[src/rtl/ft245_fifo_bridge.sv]
// FT245-style parallel FIFO bridge: strobe-timing FSM between the synchronized pins
// and two first-word-fall-through byte FIFOs exposed to the SoC as valid/ready streams.

module ft245_fwft_fifo #(
  parameter int DEPTH = 16
) (
  input  logic                           clk,
  input  logic                           reset,
  input  logic                           push,
  input  logic [7:0]                     wdata,
  input  logic                           pop,
  output logic [7:0]                     rdata,
  output logic [$clog2(DEPTH+1)-1:0]     count
);
  localparam int AW = (DEPTH > 1) ? $clog2(DEPTH) : 1;
  localparam int CW = $clog2(DEPTH + 1);

  logic [7:0]    mem_q [DEPTH];
  logic [AW-1:0] wr_ptr_q, wr_ptr_d;
  logic [AW-1:0] rd_ptr_q, rd_ptr_d;
  logic [CW-1:0] count_q, count_d;
  logic          do_push, do_pop;

  // Pointers wrap naturally because DEPTH is a power of two; occupancy is tracked separately.
  always_comb begin
    do_push  = push && (count_q != CW'(DEPTH));
    do_pop   = pop && (count_q != '0);
    wr_ptr_d = wr_ptr_q + AW'(do_push);
    rd_ptr_d = rd_ptr_q + AW'(do_pop);
    count_d  = count_q + CW'(do_push) - CW'(do_pop);
  end

  always_ff @(posedge clk) begin
    if (reset) begin
      wr_ptr_q <= '0;
      rd_ptr_q <= '0;
      count_q  <= '0;
    end else begin
      wr_ptr_q <= wr_ptr_d;
      rd_ptr_q <= rd_ptr_d;
      count_q  <= count_d;
    end
  end

  always_ff @(posedge clk) begin
    if (do_push && !reset) mem_q[wr_ptr_q] <= wdata;
  end

  assign rdata = mem_q[rd_ptr_q];
  assign count = count_q;
endmodule

module ft245_fifo_bridge #(
  parameter int RX_DEPTH = 16,
  parameter int TX_DEPTH = 16,
  parameter int RD_PULSE = 4,
  parameter int WR_SETUP = 1,
  parameter int WR_PULSE = 3,
  parameter int RECOVER  = 3
) (
  input  logic                            clk,
  input  logic                            reset,
  input  logic [7:0]                      uart_rdata,
  output logic [7:0]                      uart_wdata,
  output logic                            uart_oe,
  input  logic                            uart_rxf,
  input  logic                            uart_txe,
  output logic                            uart_rd,
  output logic                            uart_wr,
  output logic [7:0]                      rx_data,
  output logic                            rx_valid,
  input  logic                            rx_ready,
  input  logic [7:0]                      tx_data,
  input  logic                            tx_valid,
  output logic                            tx_ready,
  output logic [$clog2(RX_DEPTH+1)-1:0]   rx_count,
  output logic [$clog2(TX_DEPTH+1)-1:0]   tx_count
);
  localparam int RCW = $clog2(RX_DEPTH + 1);
  localparam int TCW = $clog2(TX_DEPTH + 1);

  typedef enum logic [2:0] {
    ST_IDLE,
    ST_RD_STROBE,
    ST_WR_SETUP,
    ST_WR_STROBE,
    ST_RECOVER
  } state_t;

  state_t     state_q, state_d;
  logic [7:0] cnt_q, cnt_d;
  logic       prefer_rx_q, prefer_rx_d;
  logic [7:0] wdata_q, wdata_d;
  logic       rd_ok, wr_ok;
  logic       rx_push, tx_pop;
  logic       rx_pop, tx_push;
  logic [7:0] tx_head;

  assign rx_pop  = rx_valid && rx_ready;
  assign tx_push = tx_valid && tx_ready;

  ft245_fwft_fifo #(.DEPTH(RX_DEPTH)) u_rx_fifo (
    .clk   (clk),
    .reset (reset),
    .push  (rx_push),
    .wdata (uart_rdata),
    .pop   (rx_pop),
    .rdata (rx_data),
    .count (rx_count)
  );

  ft245_fwft_fifo #(.DEPTH(TX_DEPTH)) u_tx_fifo (
    .clk   (clk),
    .reset (reset),
    .push  (tx_push),
    .wdata (tx_data),
    .pop   (tx_pop),
    .rdata (tx_head),
    .count (tx_count)
  );

  assign rx_valid = (rx_count != '0);
  assign tx_ready = (tx_count < TCW'(TX_DEPTH));

  // RX space is reserved at the IDLE decision: the SoC can only drain it afterwards.
  assign rd_ok = !uart_rxf && (rx_count < RCW'(RX_DEPTH));
  assign wr_ok = !uart_txe && (tx_count != '0);

  always_comb begin
    state_d     = state_q;
    cnt_d       = cnt_q;
    prefer_rx_d = prefer_rx_q;
    wdata_d     = wdata_q;
    rx_push     = 1'b0;
    tx_pop      = 1'b0;
    unique case (state_q)
      ST_IDLE: begin
        if (rd_ok && (!wr_ok || prefer_rx_q)) begin
          state_d     = ST_RD_STROBE;
          cnt_d       = '0;
          prefer_rx_d = 1'b0;
        end else if (wr_ok) begin
          state_d     = ST_WR_SETUP;
          cnt_d       = '0;
          prefer_rx_d = 1'b1;
          tx_pop      = 1'b1;
          wdata_d     = tx_head;
        end
      end
      ST_RD_STROBE: begin
        if (cnt_q == 8'(RD_PULSE - 1)) begin
          rx_push = 1'b1;
          state_d = ST_RECOVER;
          cnt_d   = '0;
        end else begin
          cnt_d = cnt_q + 8'd1;
        end
      end
      ST_WR_SETUP: begin
        if (cnt_q == 8'(WR_SETUP - 1)) begin
          state_d = ST_WR_STROBE;
          cnt_d   = '0;
        end else begin
          cnt_d = cnt_q + 8'd1;
        end
      end
      ST_WR_STROBE: begin
        if (cnt_q == 8'(WR_PULSE - 1)) begin
          state_d = ST_RECOVER;
          cnt_d   = '0;
        end else begin
          cnt_d = cnt_q + 8'd1;
        end
      end
      ST_RECOVER: begin
        // Lets the synchronized RXF#/TXE# catch up before the next IDLE decision.
        if (cnt_q == 8'(RECOVER - 1)) begin
          state_d = ST_IDLE;
          cnt_d   = '0;
        end else begin
          cnt_d = cnt_q + 8'd1;
        end
      end
      default: begin
        state_d = ST_IDLE;
        cnt_d   = '0;
      end
    endcase
  end

  always_ff @(posedge clk) begin
    if (reset) begin
      state_q     <= ST_IDLE;
      cnt_q       <= '0;
      prefer_rx_q <= 1'b1;
      wdata_q     <= '0;
    end else begin
      state_q     <= state_d;
      cnt_q       <= cnt_d;
      prefer_rx_q <= prefer_rx_d;
      wdata_q     <= wdata_d;
    end
  end

  // Strobes decode straight from registered state, so RD and WR/OE are mutually exclusive.
  assign uart_rd    = (state_q == ST_RD_STROBE);
  assign uart_wr    = (state_q == ST_WR_STROBE);
  assign uart_oe    = (state_q == ST_WR_SETUP) || (state_q == ST_WR_STROBE);
  assign uart_wdata = wdata_q;
endmodule

[config.mk]
export PLATFORM = sky130hd
export DESIGN_NAME = ft245_fifo_bridge
export DESIGN_NICKNAME = d
export VERILOG_FILES = /design/src/rtl/ft245_fifo_bridge.sv
export SDC_FILE = /design/constraint.sdc
export NUM_CORES = 1
export LEC_CHECK = 0
export CAP_MARGIN = 20
export CORE_MARGIN = 5
export CORE_UTILIZATION = 50
export CTS_CLUSTER_DIAMETER = 100
export CTS_CLUSTER_SIZE = 16
export DETAILED_ROUTE_END_ITERATION = 7
export GPL_ROUTABILITY_DRIVEN = 0
export PLACE_DENSITY = 0.68
export SLEW_MARGIN = 40
export SYNTH_ARGS = -nofsm -noshare
export SYNTH_HDL_FRONTEND = slang
export SYNTH_SLANG_ARGS = --single-unit
[constraint.sdc]
create_clock -name clk -period 3.45 [get_ports clk]
set_input_delay 0.69 -clock clk [delete_from_list [all_inputs] [get_ports clk]]
set_output_delay 0.69 -clock clk [all_outputs]
set_load 0.02 [all_outputs]
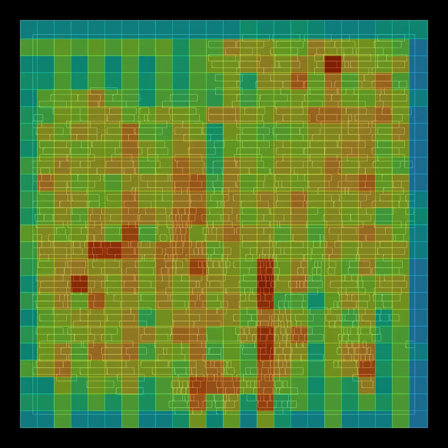
congestion_map.png
DR WL/cell: 21.1 um
Total GRT Usage: 16.7%

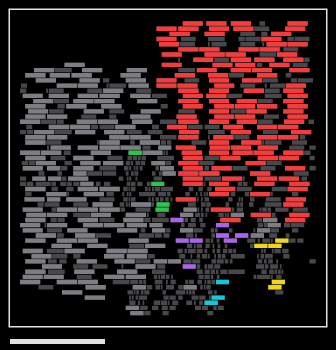
ff_map.png
Scale bar: 50 um. Other sequential cells in the stronger grey, the rest of the logic in the fainter grey.
| colour | netlist name | placed flops |
|---|---|---|
| yellow | u_rx_fifo.count | 5 |
| red | u_rx_fifo.mem_q | 128 |
| cyan | state_q | 3 |
| green | u_tx_fifo.wr_ptr_q | 4 |
| purple | cnt_q | 8 |
not coloured: 154

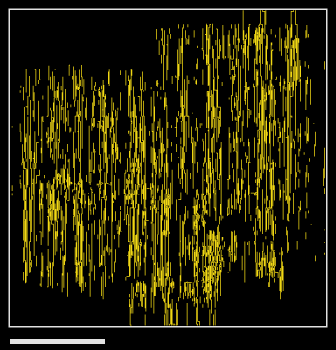
m2.png
Scale bar: 50 um.
wire length on this layer: 11900 um
share of all routed wire: 52%
longest straight run: 87.0 um
main direction: vertical

==> results.cfg <==
; generated from flow reports
[status]
status = finished, final reports clean

[floorplan]
die_w_um = 166
initial_core_util_pct = 50.5
fp-row-count = 57
die_y_um = 166

[clock_network]
cts_root_buf = clkbuf_16
cts_hold_buffers = 0
cts_tree = yes
cts_setup_buffers = 0
clkSlewWorstSetupHoldPaths_ns = 0.07
clock_insertion_delay_worst_skew_ns = 0.52
cts_resized = 8

[final_timing]
hold_violations = 0
rsz0062_at_grt = no
skew_ns = 0.0255
fin_crit_ns = 3.26
fin_crit_sh_pct = 94.4
slew_headroom_pct = 55.8
setup_viol = 0

[yosys]
yosys_most_used_dff = edfxtp_1
syn-instance-count = 661
syn-num-nets = 708
synth-seq-cells = 302
ys_sh_xor_pct = 1.00
ys_warn_count = 0
edf_count = 256
yosysUniqueCellTypes = 58
yosys.area_share.simple_pct = 6.27
ys_area_um2 = 12200
aoi_share_pct = 2.83
ys_sh_adder_pct = 2.69
synth_area_um2 = 12200

[route]
drtIter0Drc = 519
top_layer_used = met4
firstDrtPassIters = 5

[worst_setup_path]
cpMostUsedCell = mux4_2
cp_cell_sequence = buf_12 -> mux4_2 -> mux4_2 -> dlygate4sd2_1
endpoint_kind = output port
crit_start = u_rx_fifo.rd_ptr_q[0]
timing.rr.start = u_tx_fifo.count[2]
crit_arrival_ns = 2.57
required_ns = 2.76
worst-path-stages = 4
path_delay_family = multiplexers
path_class = reg2out

[final_layout]
layout.nets = 791
drive_above_1_share_pct = 22.1

[placement]
place_hpwl_um = 15200
dpl.cell_count = 1044

[pwr]
power_density_nw_per_um2 = 615
p_leak_nw = 4.48
peakVddDrop_mv = 0.332

[grt]
antenna_found_initial = 0
grt_first_pass_wirelength_um = 36800

[run]
warnings = 30
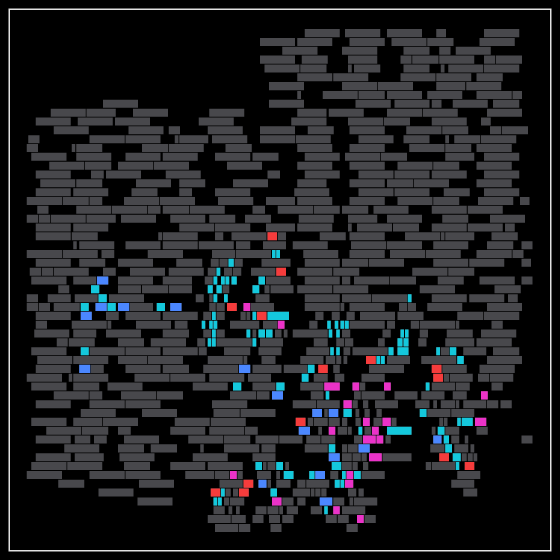
gates.png
| colour | family | cells | most used |
|---|---|---|---|
| blue | non-inverting ao/oa cells | 17 | a221o_1 |
| cyan | nor cells | 85 | nor2_1 |
| magenta | and/or cells | 21 | or3_1 |
| red | xor and xnor cells | 14 | xnor2_1 |
final non-filler cell total: 1084
most frequent logic cell in the layout: edfxtp_1
logic share of the area: 24.2%

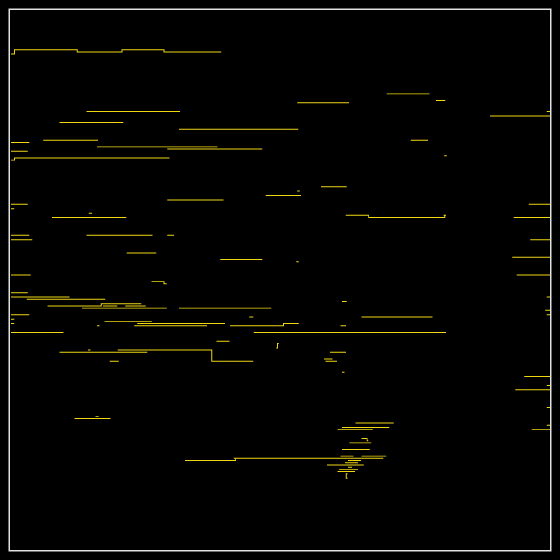
m3.png
share of all routed wire: 5.1%
main direction: horizontal
wire length on this layer: 1170 um
WL final: 22900 um
routed vias: 6165
met3 Track Usage GR: 2.90%

## synthesized netlist by cell type, drive strengths merged, types with 3 or more instances
| cell | instances | share of area, % |
|---|---|---|
| nand4 | 4 | 0.20 |
| nand3 | 9 | 0.37 |
| inv | 20 | 0.62 |
| a21oi | 12 | 0.49 |
| or4 | 3 | 0.22 |
| mux4 | 72 | 13 |
| dfxtp | 46 | 7.5 |
| nor3 | 11 | 0.49 |
| nor2b | 16 | 0.82 |
| mux2 | 17 | 1.6 |
| nor2 | 43 | 1.3 |
| o21ai | 7 | 0.29 |
| edfxtp | 256 | 63 |
| and2 | 5 | 0.27 |
| xor2 | 6 | 0.43 |
| o31ai | 3 | 0.18 |
| buf | 13 | 0.54 |
| ha | 23 | 2.4 |
| a221o | 9 | 0.74 |
| or3 | 6 | 0.31 |
| nand2b | 4 | 0.20 |
| nand2 | 6 | 0.18 |
| nor3b | 11 | 0.77 |
| xnor2 | 8 | 0.57 |
| clkbuf | 19 | 0.58 |
## cell type report
type,count,area [um^2]
inverter,20,75.1
fill,1791,10200
clock buffer,40,649
timing repair buffer,91,841
sequential,302,8610
multi-input combinational,307,3380
tap,324,405
## through the flow
step | cell area [um^2] | hold slack (ns) | setup slack (ns)
after floorplan | 12200 | 0.447 | 0.460
final | 14000 | 0.488 | 0.194
after global routing | 14000 | 0.512 | 0.0863
after detailed placement | 13300 | 0.471 | 0.132
after CTS | 14000 | 0.482 | 0.155
after global placement | 13300 | 0.461 | 0.218
## power breakdown
group          internal (mW)  total (mW)  switching, mW  leakage (nW)
Combinational          0.986        1.91          0.921          1.49
Sequential              4.09        4.28          0.189          2.68
Clock                   1.27        2.41           1.14         0.310
## cells by family (layout without fill, tap and decap cells)
group / Yosys count / after routing
flip-flops: 302 / 302
adder cells (fa/ha/maj): 25 / 25
AND/OR/NAND/NOR: 132 / 132
buffers and inverters: 52 / 151
XOR/XNOR: 14 / 14
multiplexers: 90 / 90
AND-OR/OR-AND: 46 / 46
## layer usage
| metal | vias to the layer above | global-route usage, % |
|---|---|---|
| met3 | 28 | 2.90 |
| met1 | 3172 | 22.1 |
| li1 | 2800 | - |
| met4 | 0 | 3.56 |
| met5 | - | 0 |
| met2 | 165 | 29.3 |
## how the worst min path moves through the flow
stage	endpoint	cells after the start
2_1_floorplan	cnt_q[7]	2
5_1_grt	cnt_q[7]	2
3_3_place_gp	cnt_q[7]	2
4_1_cts	cnt_q[7]	2
3_5_place_dp	cnt_q[7]	2
6_report	cnt_q[7]	2
## worst min-delay path, delay by kind of cell, from the launching register on
family,cells,cell delay (ns)
flops,1,0.32
compound gates,2,0.13
## sequential cells by signal, summed over array words and instances (netlist names)
signal and count:
u_rx_fifo.wr_ptr_q 4, u_tx_fifo.mem_q 128, u_tx_fifo.rd_ptr_q 4, u_rx_fifo.mem_q 128, u_tx_fifo.count 5, state_q 3, uart_wdata 8, u_rx_fifo.rd_ptr_q 4
u_tx_fifo.wr_ptr_q 4, cnt_q 8, u_rx_fifo.count 5, prefer_rx_q 1
Power figures rest on the tool's default switching activity, not on a simulated workload.
